[config.mk]
export PLATFORM = sky130hd
export DESIGN_NAME = ada4355_frame_align_flat
export DESIGN_NICKNAME = d
export VERILOG_FILES = /design/src/rtl/ada4355_frame_align_if.sv /design/src/rtl/ada4355_frame_align.sv /design/src/flat_wrapper.sv
export SDC_FILE = /design/constraint.sdc
export NUM_CORES = 1
export LEC_CHECK = 0
export CAP_MARGIN = 20
export CELL_PAD_IN_SITES_DETAIL_PLACEMENT = 0
export CELL_PAD_IN_SITES_GLOBAL_PLACEMENT = 2
export CORE_MARGIN = 2
export CORE_UTILIZATION = 30
export CTS_BUF_LIST = sky130_fd_sc_hd__clkbuf_16
export DETAILED_ROUTE_END_ITERATION = 8
export HOLD_SLACK_MARGIN = 0.06
export PLACE_DENSITY = 0.7
export SLEW_MARGIN = 10
export SYNTH_ARGS = -nofsm -noshare
export SYNTH_HDL_FRONTEND = slang
export SYNTH_SLANG_ARGS = --single-unit
[constraint.sdc]
create_clock -name clk -period 3.1 [get_ports clk]
set_clock_uncertainty 0.2 [all_clocks]
set_input_delay 0.465 -clock clk [delete_from_list [all_inputs] [get_ports clk]]
set_output_delay 0.465 -clock clk [all_outputs]
set_load 0.02 [all_outputs]
[src/rtl/ada4355_frame_align_if.sv]
// Word stream between the LVDS deserializers and the aligner, plus the aligned sample output.
// Valid-only stream with no backpressure: a word or sample is transferred on every rising clk edge where its valid is high.
interface ada4355_frame_align_if;
  logic        in_valid;
  logic [7:0]  frame_word;
  logic [7:0]  da_word;
  logic [7:0]  db_word;
  logic [15:0] adc_data;
  logic        adc_valid;

  modport master (
    output in_valid, frame_word, da_word, db_word,
    input  adc_data, adc_valid
  );

  modport slave (
    input  in_valid, frame_word, da_word, db_word,
    output adc_data, adc_valid
  );
endinterface

[src/rtl/ada4355_frame_align.sv]
// ADA4355 word aligner: bit-slides the frame lane to FRAME_PATTERN and interleaves lanes A/B into samples.
// Optional feature macro ADA4355_ALIGN_ERRCNT_EN adds the err_count lock-loss counter output.
module ada4355_frame_align #(
  parameter logic [7:0] FRAME_PATTERN = 8'hF0,
  parameter int         LOCK_COUNT    = 4,
  parameter int         MISS_LIMIT    = 2,
  parameter int         SETTLE_CYCLES = 1
) (
  input  logic        clk,
  input  logic        resetn,
  input  logic        align_en,
  ada4355_frame_align_if.slave bus,
  output logic        locked,
  output logic [2:0]  shift_cnt,
`ifdef ADA4355_ALIGN_ERRCNT_EN
  output logic [15:0] err_count,
`endif
  output logic [1:0]  state_dbg_o
);

  typedef enum logic [1:0] {
    ST_IDLE   = 2'd0,
    ST_SEARCH = 2'd1,
    ST_VERIFY = 2'd2,
    ST_LOCKED = 2'd3
  } state_t;

  localparam logic [3:0] LOCK_N   = 4'(LOCK_COUNT);
  localparam logic [3:0] MISS_N   = 4'(MISS_LIMIT);
  localparam logic [2:0] SETTLE_N = 3'(SETTLE_CYCLES);

  state_t      state_q, state_d;
  logic [2:0]  shift_q, shift_d;
  logic [2:0]  settle_q, settle_d;
  logic [3:0]  hit_q, hit_d;
  logic [3:0]  miss_q, miss_d;
  logic [7:0]  prev_f_q, prev_a_q, prev_b_q;
  logic [15:0] adc_data_q, adc_data_d;
  logic        adc_valid_q, adc_valid_d;
  logic        locked_q, locked_d;
  logic [7:0]  w_f, w_a, w_b;
  logic [15:0] mix;
  logic        match;

  // Window of 8 bits starting shift_q bits back into the previous word.
  assign w_f   = 8'({prev_f_q, bus.frame_word} >> shift_q);
  assign w_a   = 8'({prev_a_q, bus.da_word}    >> shift_q);
  assign w_b   = 8'({prev_b_q, bus.db_word}    >> shift_q);
  assign match = (w_f == FRAME_PATTERN);

  always_comb begin
    mix = '0;
    for (int i = 0; i < 8; i++) begin
      mix[2*i]   = w_a[i];
      mix[2*i+1] = w_b[i];
    end
  end

  always_comb begin
    state_d  = state_q;
    shift_d  = shift_q;
    settle_d = settle_q;
    hit_d    = hit_q;
    miss_d   = miss_q;
    if (!align_en) begin
      state_d = ST_IDLE;
      hit_d   = '0;
      miss_d  = '0;
    end else if (state_q == ST_IDLE) begin
      state_d = ST_SEARCH;
    end else if (bus.in_valid) begin
      if (settle_q != 3'd0) begin
        settle_d = settle_q - 3'd1;
      end else begin
        unique case (state_q)
          ST_SEARCH: begin
            if (match) begin
              hit_d   = 4'd1;
              state_d = (LOCK_N == 4'd1) ? ST_LOCKED : ST_VERIFY;
              miss_d  = '0;
            end else begin
              shift_d  = shift_q + 3'd1;
              settle_d = SETTLE_N;
            end
          end
          ST_VERIFY: begin
            if (match) begin
              hit_d = hit_q + 4'd1;
              if (hit_q + 4'd1 == LOCK_N) begin
                state_d = ST_LOCKED;
                miss_d  = '0;
              end
            end else begin
              state_d  = ST_SEARCH;
              hit_d    = '0;
              shift_d  = shift_q + 3'd1;
              settle_d = SETTLE_N;
            end
          end
          ST_LOCKED: begin
            if (match) begin
              miss_d = '0;
            end else if (miss_q + 4'd1 == MISS_N) begin
              // Lock lost: keep the current slide so it is retried first.
              state_d = ST_SEARCH;
              miss_d  = '0;
              hit_d   = '0;
            end else begin
              miss_d = miss_q + 4'd1;
            end
          end
          default: state_d = ST_IDLE;
        endcase
      end
    end
    locked_d    = (state_d == ST_LOCKED);
    adc_valid_d = bus.in_valid & locked_d;
    adc_data_d  = adc_valid_d ? mix : adc_data_q;
  end

  always_ff @(posedge clk or negedge resetn) begin
    if (!resetn) begin
      state_q     <= ST_IDLE;
      shift_q     <= '0;
      settle_q    <= '0;
      hit_q       <= '0;
      miss_q      <= '0;
      prev_f_q    <= '0;
      prev_a_q    <= '0;
      prev_b_q    <= '0;
      adc_data_q  <= '0;
      adc_valid_q <= 1'b0;
      locked_q    <= 1'b0;
    end else begin
      state_q     <= state_d;
      shift_q     <= shift_d;
      settle_q    <= settle_d;
      hit_q       <= hit_d;
      miss_q      <= miss_d;
      adc_data_q  <= adc_data_d;
      adc_valid_q <= adc_valid_d;
      locked_q    <= locked_d;
      if (bus.in_valid) begin
        prev_f_q <= bus.frame_word;
        prev_a_q <= bus.da_word;
        prev_b_q <= bus.db_word;
      end
    end
  end

`ifdef ADA4355_ALIGN_ERRCNT_EN
  logic [15:0] err_q;

  // Counts only LOCKED->SEARCH losses; align_en does not clear it.
  always_ff @(posedge clk or negedge resetn) begin
    if (!resetn) begin
      err_q <= '0;
    end else if (state_q == ST_LOCKED && state_d == ST_SEARCH && err_q != 16'hFFFF) begin
      err_q <= err_q + 16'd1;
    end
  end

  assign err_count = err_q;
`endif

  assign bus.adc_data  = adc_data_q;
  assign bus.adc_valid = adc_valid_q;
  assign locked        = locked_q;
  assign shift_cnt     = shift_q;
  assign state_dbg_o   = state_q;

endmodule

[src/flat_wrapper.sv]
// flat-port wrapper written by rule: the top's interface ports become plain ports
module ada4355_frame_align_flat 
#(
  parameter logic [7:0] FRAME_PATTERN = 8'hF0,
  parameter int         LOCK_COUNT    = 4,
  parameter int         MISS_LIMIT    = 2,
  parameter int         SETTLE_CYCLES = 1
)
  (clk, resetn, align_en, locked, shift_cnt, state_dbg_o, bus_in_valid, bus_frame_word, bus_da_word, bus_db_word, bus_adc_data, bus_adc_valid);
  ada4355_frame_align_if bus_i ();
  input  logic clk;
  input  logic resetn;
  input  logic align_en;
  output logic locked;
  output logic [2:0] shift_cnt;
  output logic [1:0] state_dbg_o;
  input wire logic [$bits(bus_i.in_valid)-1:0] bus_in_valid;
  input wire logic [$bits(bus_i.frame_word)-1:0] bus_frame_word;
  input wire logic [$bits(bus_i.da_word)-1:0] bus_da_word;
  input wire logic [$bits(bus_i.db_word)-1:0] bus_db_word;
  output wire logic [$bits(bus_i.adc_data)-1:0] bus_adc_data;
  output wire logic [$bits(bus_i.adc_valid)-1:0] bus_adc_valid;
  assign bus_i.in_valid = bus_in_valid;
  assign bus_i.frame_word = bus_frame_word;
  assign bus_i.da_word = bus_da_word;
  assign bus_i.db_word = bus_db_word;
  assign bus_adc_data = bus_i.adc_data;
  assign bus_adc_valid = bus_i.adc_valid;
  ada4355_frame_align #(.FRAME_PATTERN(FRAME_PATTERN), .LOCK_COUNT(LOCK_COUNT), .MISS_LIMIT(MISS_LIMIT), .SETTLE_CYCLES(SETTLE_CYCLES)) u_core (.clk(clk), .resetn(resetn), .align_en(align_en), .bus(bus_i), .locked(locked), .shift_cnt(shift_cnt), .state_dbg_o(state_dbg_o));
endmodule
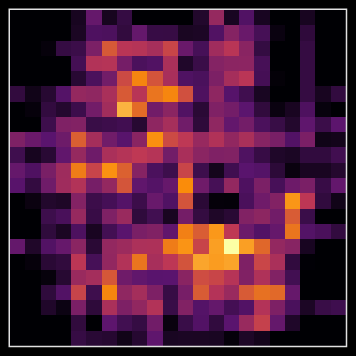
wire_density.png
Scale: 3 px per um. The die is cut into 22 by 22 equal tiles; black is low, pale yellow is high, scaled to the fullest tile. Values are wire area over tile area, all layers added.
nearly empty tiles	20%
tiles over half the peak	11%
emptiest ninth of the die	north-east
densest ninth of the die	south
mean over tiles	0.098

==> flow_summary_export.csv <==
group,metric,value,unit
place,post-place-ws,-0.0717,ns
place,gp_congestion,0.785,
pwr,p_per_area,581,mW/mm^2
setup_path,cp_cell_sequence,"clkdlybuf4s50_1 > nor2b_1 > o311ai_1 > a2bb2oi_2 > nor2_4 > a222oi_1 > a2111o_1 > buf_12 > mux2_2",
setup_path,critPathCapture,"u_core.bus.adc_data[5]",
floorplan,tapCellCount,143,
min_path,hold_path_class,"register to register",
detailed_routing,wl,8.00,mm
status,status,"finished, final reports clean",
cts,post_cts_buffers,0,
place,dpl.hpwl,6.19,mm
synthesis,synth.cellmix.compoundShare,0.0928,
place,port_buffers,50,
floorplan,dieArea,0.0125,sq mm
final_layout,inv_count,10,
final_layout,largest_reg_flops,16,
floorplan,core_util_floorplan,0.307,
flow_run,warnings,33,
synthesis,synth.avg_cell_area,10.4,sq um
setup_path,reg2reg_setup_slack,0.30,ns
setup_path,slowest_stage,"clkdlybuf4s50_1",
global_routing,use_met2,0.196,
place,placed_area,0.00422,sq mm
cts,cts_buffers,5,
global_routing,track_usage,0.132,
setup_path,cp_data_required_time,3.08,ns
synthesis,ys_ff,55,
timing,setup_slack,0.224,ns
setup_path,start_kind,"primary input",
final_layout,instances_no_fill,537,
timing,fin_crit,2.88,ns
min_path,whs_endpoint,"u_core.prev_a_q[6]",
timing,slew_headroom,0.620,
pwr,pwr-share-seq,0.331,
timing,worst_pin_slew,0.570,ns
synthesis,async_flop_share,1.00,
final_layout,design.seq.count,55,
final_layout,fillCellCount,1162,
detailed_routing,dr_wl_met2,3.40,mm
detailed_routing,wl_met1,4.28,mm
timing,max_freq,348,MHz
setup_path,cp-end-kind,"register",
timing,fin_crit_sh,0.928,
timing,finalSetupViolCount,0,
pwr,comb_cell_power,1.12,mW
flow_run,maxCapViolations,0,
final_layout,largest_class,"logic gates",
final_layout,comb_share,0.453,
detailed_routing,drt_pass1_iterations,5,
pwr,clockPowerShare,0.228,
cts,cts_max_level,2,
synthesis,simple_gate_area_frac,0.154,
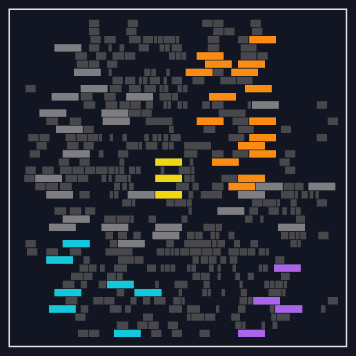
registers.png
Scale: 3 px per um. Other sequential cells in the stronger gray, the rest of the logic in the fainter gray.
color	signal	flops
orange	u_core.bus.adc_data	16
purple	u_core.hit_q	4
yellow	u_core.settle_q	3
cyan	u_core.prev_f_q	7
not colored	25
Seq power: 0.841 mW
Util after Layout: 0.385

Power figures rest on the tool's default switching activity, not on a simulated workload.
